<file path="config.mk">
export PLATFORM = sky130hd
export DESIGN_NAME = prog_loader
export DESIGN_NICKNAME = d
export VERILOG_FILES = /design/src/rtl/prog_loader.sv
export SDC_FILE = /design/constraint.sdc
export NUM_CORES = 2
export LEC_CHECK = 0
export CORE_MARGIN = 2
export CORE_UTILIZATION = 31
export DETAILED_ROUTE_END_ITERATION = 8
export PLACE_DENSITY_LB_ADDON = 0.25
export SYNTH_ARGS = -nofsm -noshare
export SYNTH_HDL_FRONTEND = slang
export SYNTH_SLANG_ARGS = --single-unit
</file>
<file path="constraint.sdc">
create_clock -name clk50 -period 13.75 [get_ports clk50]
set_input_delay 2.75 -clock clk50 [delete_from_list [all_inputs] [get_ports clk50]]
set_output_delay 2.75 -clock clk50 [all_outputs]
set_load 0.005 [all_outputs]
</file>
<file path="src/rtl/prog_loader.sv">
// UART bootloader for the AVR core: receives a checksummed program frame into a
// 256x16 program RAM, then releases the core through core_run.
//   state  | meaning
//   L_IDLE | wait for SYNC, core held
//   L_CNT  | next byte is word count N (0 = 256)
//   L_LO   | next byte is low half of a word
//   L_HI   | next byte is high half; word written
//   L_CHK  | next byte is the checksum
//   L_RUN  | program valid, core running; SYNC reloads
module prog_loader #(
    parameter int unsigned CLKS_PER_BIT = 434,
    parameter int unsigned ADDR_W       = 8,
    parameter logic [7:0]  SYNC_BYTE    = 8'hA5
) (
    input  logic              clk50,
    input  logic              reset,
    input  logic              rxd,
    input  logic [ADDR_W-1:0] rd_addr,
    output logic [15:0]       rd_data,
    output logic              core_run,
    output logic              load_ok,
    output logic              load_err
);
    localparam int CNT_W = $clog2(CLKS_PER_BIT);
    localparam logic [CNT_W-1:0] FULL_LD = CNT_W'(CLKS_PER_BIT - 1);
    localparam logic [CNT_W-1:0] HALF_LD = CNT_W'(CLKS_PER_BIT / 2 - 1);

    typedef enum logic [1:0] {RX_IDLE, RX_START, RX_DATA, RX_STOP} rx_state_t;
    typedef enum logic [2:0] {L_IDLE, L_CNT, L_LO, L_HI, L_CHK, L_RUN} ld_state_t;

    rx_state_t        rx_state, rx_state_n;
    logic             rx_s1, rx_s2, rx_prev;
    logic [CNT_W-1:0] bit_tmr, bit_tmr_n;
    logic [2:0]       bit_idx, bit_idx_n;
    logic [7:0]       rx_shift, rx_shift_n;
    logic             byte_valid, frame_err;

    ld_state_t        ld_state, ld_state_n;
    logic [8:0]       words_left, words_left_n;
    logic [ADDR_W-1:0] wr_addr, wr_addr_n;
    logic [7:0]       sum, sum_n, lo_byte, lo_byte_n;
    logic             core_run_n, load_ok_n, load_err_n;
    logic             we;
    logic [15:0]      wr_word;

    logic [15:0] mem [1 << ADDR_W];

    // Sync flops reset low so a line already low at reset cannot look like a start edge.
    always_ff @(posedge clk50) begin
        if (reset) begin
            rx_s1    <= 1'b0;
            rx_s2    <= 1'b0;
            rx_prev  <= 1'b0;
            rx_state <= RX_IDLE;
            bit_tmr  <= '0;
            bit_idx  <= '0;
            rx_shift <= '0;
        end else begin
            rx_s1    <= rxd;
            rx_s2    <= rx_s1;
            rx_prev  <= rx_s2;
            rx_state <= rx_state_n;
            bit_tmr  <= bit_tmr_n;
            bit_idx  <= bit_idx_n;
            rx_shift <= rx_shift_n;
        end
    end

    always_comb begin
        rx_state_n = rx_state;
        bit_tmr_n  = bit_tmr;
        bit_idx_n  = bit_idx;
        rx_shift_n = rx_shift;
        byte_valid = 1'b0;
        frame_err  = 1'b0;
        if (rx_state != RX_IDLE && bit_tmr != '0)
            bit_tmr_n = bit_tmr - 1'b1;
        case (rx_state)
            RX_IDLE: if (rx_prev && !rx_s2) begin
                rx_state_n = RX_START;
                bit_tmr_n  = HALF_LD;
            end
            RX_START: if (bit_tmr == '0) begin
                if (rx_s2) begin
                    rx_state_n = RX_IDLE;
                end else begin
                    rx_state_n = RX_DATA;
                    bit_tmr_n  = FULL_LD;
                    bit_idx_n  = '0;
                end
            end
            RX_DATA: if (bit_tmr == '0) begin
                rx_shift_n = {rx_s2, rx_shift[7:1]};
                bit_tmr_n  = FULL_LD;
                bit_idx_n  = bit_idx + 3'd1;
                if (bit_idx == 3'd7)
                    rx_state_n = RX_STOP;
            end
            RX_STOP: if (bit_tmr == '0) begin
                byte_valid = rx_s2;
                frame_err  = !rx_s2;
                rx_state_n = RX_IDLE;
            end
            default: rx_state_n = RX_IDLE;
        endcase
    end

    always_ff @(posedge clk50) begin
        if (reset) begin
            ld_state   <= L_IDLE;
            words_left <= '0;
            wr_addr    <= '0;
            sum        <= '0;
            lo_byte    <= '0;
            core_run   <= 1'b0;
            load_ok    <= 1'b0;
            load_err   <= 1'b0;
        end else begin
            ld_state   <= ld_state_n;
            words_left <= words_left_n;
            wr_addr    <= wr_addr_n;
            sum        <= sum_n;
            lo_byte    <= lo_byte_n;
            core_run   <= core_run_n;
            load_ok    <= load_ok_n;
            load_err   <= load_err_n;
        end
    end

    always_comb begin
        ld_state_n   = ld_state;
        words_left_n = words_left;
        wr_addr_n    = wr_addr;
        sum_n        = sum;
        lo_byte_n    = lo_byte;
        core_run_n   = core_run;
        load_ok_n    = load_ok;
        load_err_n   = load_err;
        we           = 1'b0;
        wr_word      = {rx_shift, lo_byte};
        if (frame_err) begin
            if (ld_state != L_IDLE && ld_state != L_RUN) begin
                load_err_n = 1'b1;
                core_run_n = 1'b0;
                ld_state_n = L_IDLE;
            end
        end else if (byte_valid) begin
            case (ld_state)
                L_IDLE, L_RUN: if (rx_shift == SYNC_BYTE) begin
                    ld_state_n = L_CNT;
                    load_ok_n  = 1'b0;
                    load_err_n = 1'b0;
                    core_run_n = 1'b0;
                end
                L_CNT: begin
                    words_left_n = (rx_shift == 8'd0) ? 9'd256 : {1'b0, rx_shift};
                    wr_addr_n    = '0;
                    sum_n        = '0;
                    ld_state_n   = L_LO;
                end
                L_LO: begin
                    lo_byte_n  = rx_shift;
                    sum_n      = sum + rx_shift;
                    ld_state_n = L_HI;
                end
                L_HI: begin
                    we           = 1'b1;
                    sum_n        = sum + rx_shift;
                    wr_addr_n    = wr_addr + 1'b1;
                    words_left_n = words_left - 9'd1;
                    ld_state_n   = (words_left == 9'd1) ? L_CHK : L_LO;
                end
                L_CHK: begin
                    if (sum == rx_shift) begin
                        load_ok_n  = 1'b1;
                        core_run_n = 1'b1;
                        ld_state_n = L_RUN;
                    end else begin
                        load_err_n = 1'b1;
                        core_run_n = 1'b0;
                        ld_state_n = L_IDLE;
                    end
                end
                default: ld_state_n = L_IDLE;
            endcase
        end
    end

    // Read and write share the edge, so a same-address read returns the old word.
    always_ff @(posedge clk50) begin
        if (we && !reset)
            mem[wr_addr] <= wr_word;
    end

    always_ff @(posedge clk50) begin
        if (reset)
            rd_data <= '0;
        else
            rd_data <= mem[rd_addr];
    end
endmodule
</file>
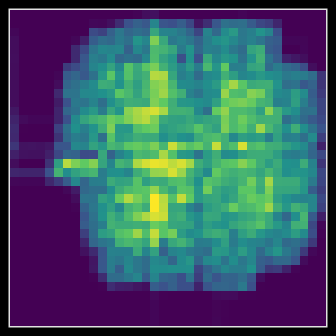
Fig. 1. Wire density map.
The die is cut into 36 by 36 equal tiles; dark purple is low, yellow is high, scaled to the fullest tile. Values are wire area over tile area, all layers added.
densest ninth of the die: middle
mean over tiles: 0.14
fullest tile: 0.41
emptiest ninth of the die: bottom left
tiles over half the peak: 33%
nearly empty tiles: 31%

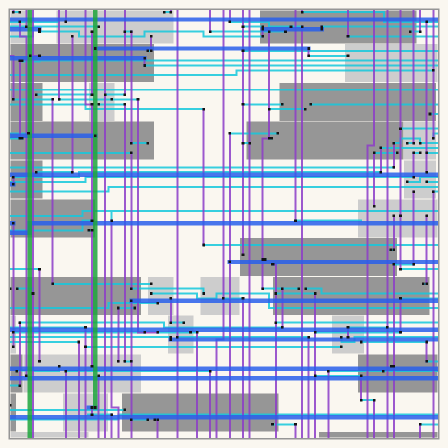
Fig. 2. A small window of the routed layout.
Region (345, 345) to (375, 375) µm. Cells in gray, sequential cells in the stronger gray; small squares are vias.
| layer | color |
|---|---|
| metal 4 | green |
| metal 1 | cyan |
| metal 2 | purple |
| metal 3 | blue |
most frequent: edfxtp_1 (11), mux4_2 (3)
cells with their middle in the window: 23
netlist names of flops here include: `mem` (11)
sequential cells in the window: 11

==> results.py <==
# Flow results
metrics = {
    "global_routing": {
        "grt_pass1_vias": 79000,
        "grt-ovfl-total": 0,
    },
    "sta": {
        "layout_setup_ws_ps": 7010,
        "min_period_ps": 6740,
        "period_used_share": 0.490,
        "slew_viol_final": 0,
    },
    "logic_synthesis": {
        "ys_sh_aoi": 0.0245,
        "adder_share": 0.00139,
        "ys_ff": 4176,
        "synthesis.nets": 7265,
        "yosys_cells": 7237,
        "ys.flop_type": "edfxtp_1",
    },
    "die": {
        "die_x_um": 720,
        "io_pins": 30,
    },
    "clock_tree": {
        "clockRootBuffer": "clkbuf_16",
    },
    "final_layout": {
        "fin_nets": 7695,
        "drive_above_1_share": 0.267,
    },
    "route": {
        "viasPerCell": 5.24,
        "drt_wl_total_um": 451000,
    },
    "pwr": {
        "vdd_drop_max_uv": 122,
        "p_int_mw": 21.0,
    },
    "worst_setup_path": {
        "r2r-start": "bit_tmr[3]$_SDFF_PP0_",
        "cp_max_fo": 98,
        "cp.required_ps": 14680,
        "crit_chain": "buf_8, buf_12, buf_12, mux4_2, o22ai_1, a2111oi_0, nand2_1, o2bb2ai_1, nand3b_1",
        "rr_worst_depth": 7,
    },
    "outcome": {
        "outcome": "finished clean",
    },
    "place": {
        "dp.final_hpwl_um": 268000,
    },
}
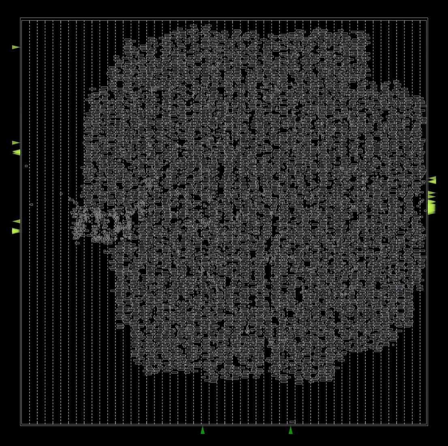
Fig. 3. Cell placement.
final core utilization: 0.360
Fillers: 46400
core area: 0.510 mm²
tap cells: 6732

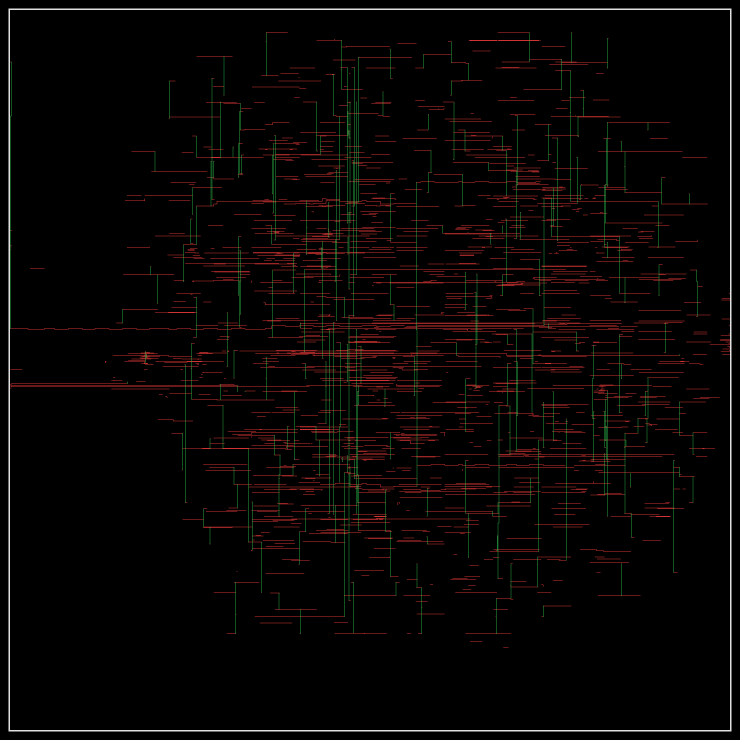
Fig. 4. Wiring by layer.
Drawn at 1 px/µm. Two of the layers only.
| layer | color | wire length |
|---|---|---|
| metal 4 | green | 11100 µm |
| metal 3 | red | 30.8 mm |
DR vias: 77500
DR WL/cell: 30.5 µm
total global-route track usage: 0.170

sequential cells by signal, summed over array words and instances (netlist names), named ones only:
| signal | cells |
|---|---|
| rx_prev | 1 |
| bit_tmr | 9 |
| rx_shift | 8 |
| ld_state | 3 |
| rx_state | 1 |
| load_ok | 1 |
| bit_idx | 3 |
| lo_byte | 8 |
| core_run | 1 |
| wr_addr | 8 |
| mem | 4096 |
| words_left | 9 |
| sum | 8 |
| rx_s1 | 1 |
| load_err | 1 |
| rx_s2 | 1 |
| rd_data | 16 |
layout make-up:
cell class / count / share of cell area
Sequential cell: 4176 / 0.679
Multi-Input combinational cell: 2633 / 0.179
Clock buffer: 555 / 0.0630
Tap cell: 6732 / 0.0459
Timing Repair Buffer: 405 / 0.0181
Clock inverter: 265 / 0.0151
Inverter: 12 / 0.000286
Antenna cell: 10 / 0.000136
logic make-up after synthesis:
kind of cell	count (synthesis)
buffers and inverters	428
multiplexers	1207
AND/OR/NAND/NOR	812
flip-flops	4176
AND-OR/OR-AND	584
XOR/XNOR	13
adder cells (fa/ha/maj)	17
power groups by stage:
stage	combinational (mW)	clock, mW	sequential, mW
after floorplan	0.568	0	14.0
after global placement	0.906	0	14.1
after detailed placement	0.907	0	14.1
after CTS	0.909	12.1	13.8
after global routing	0.937	12.5	13.8
final	0.890	11.9	13.8
worst max-delay path: cells and delay by family:
kind                   cells  cell delay, ps
buffers and inverters      3            1530
AND-OR/OR-AND              3            1950
AND/OR/NAND/NOR            2             560
multiplexers               1             360
metrics by stage:
step / hold WS, ps / std cells / util / area [µm²]
after detailed placement: 427 / 14000 / 0.332 / 169000
after floorplan: 414 / 7237 / - / 159000
after global placement: 433 / 14000 / 0.332 / 169000
after global routing: 464 / 14800 / 0.360 / 184000
after CTS: 441 / 14800 / 0.360 / 184000
final: 435 / 14800 / 0.360 / 184000
layer usage:
| metal | global-route usage | wire length [µm] |
|---|---|---|
| met1 | 0.241 | 193000 |
| met2 | 0.276 | 216000 |
| met3 | 0.0261 | 30800 |
| met4 | 0.0403 | 11100 |
| met5 | 0 | 57 |
worst max path at each step:
stage	from	to	cells past startpoint
after detailed placement	rd_addr[0]	rd_data[9]$_SDFF_PP0_	9
after CTS	rd_addr[0]	rd_data[9]$_SDFF_PP0_	9
final	rd_addr[1]	rd_data[2]$_SDFF_PP0_	9
after global placement	rd_addr[1]	rd_data[12]$_SDFF_PP0_	8
after floorplan	rx_shift[1]$_SDFFE_PP0P_	ld_state[0]$_SDFFE_PP0P_	6
after global routing	rd_addr[0]	rd_data[9]$_SDFF_PP0_	9
placed cells by master (no fill, tap or decap), types with 18 or more instances in the layout:
master	count
edfxtp_1	4096
mux4_2	983
clkbuf_16	442
buf_4	361
nor2_1	336
o22ai_1	277
mux2i_1	188
nand2_1	112
clkbuf_1	105
clkinv_1	104
clkinv_2	72
dfxtp_1	64
nor2_2	59
o21ai_0	58
a211oi_1	55
a21oi_1	53
nor3_1	49
nor4_1	49
nand3_1	48
bufinv_16	47
mux2_2	36
a22oi_1	28
clkdlybuf4s50_1	24
a221oi_1	18
No activity file was given, so power comes from the tool's default toggle rates.
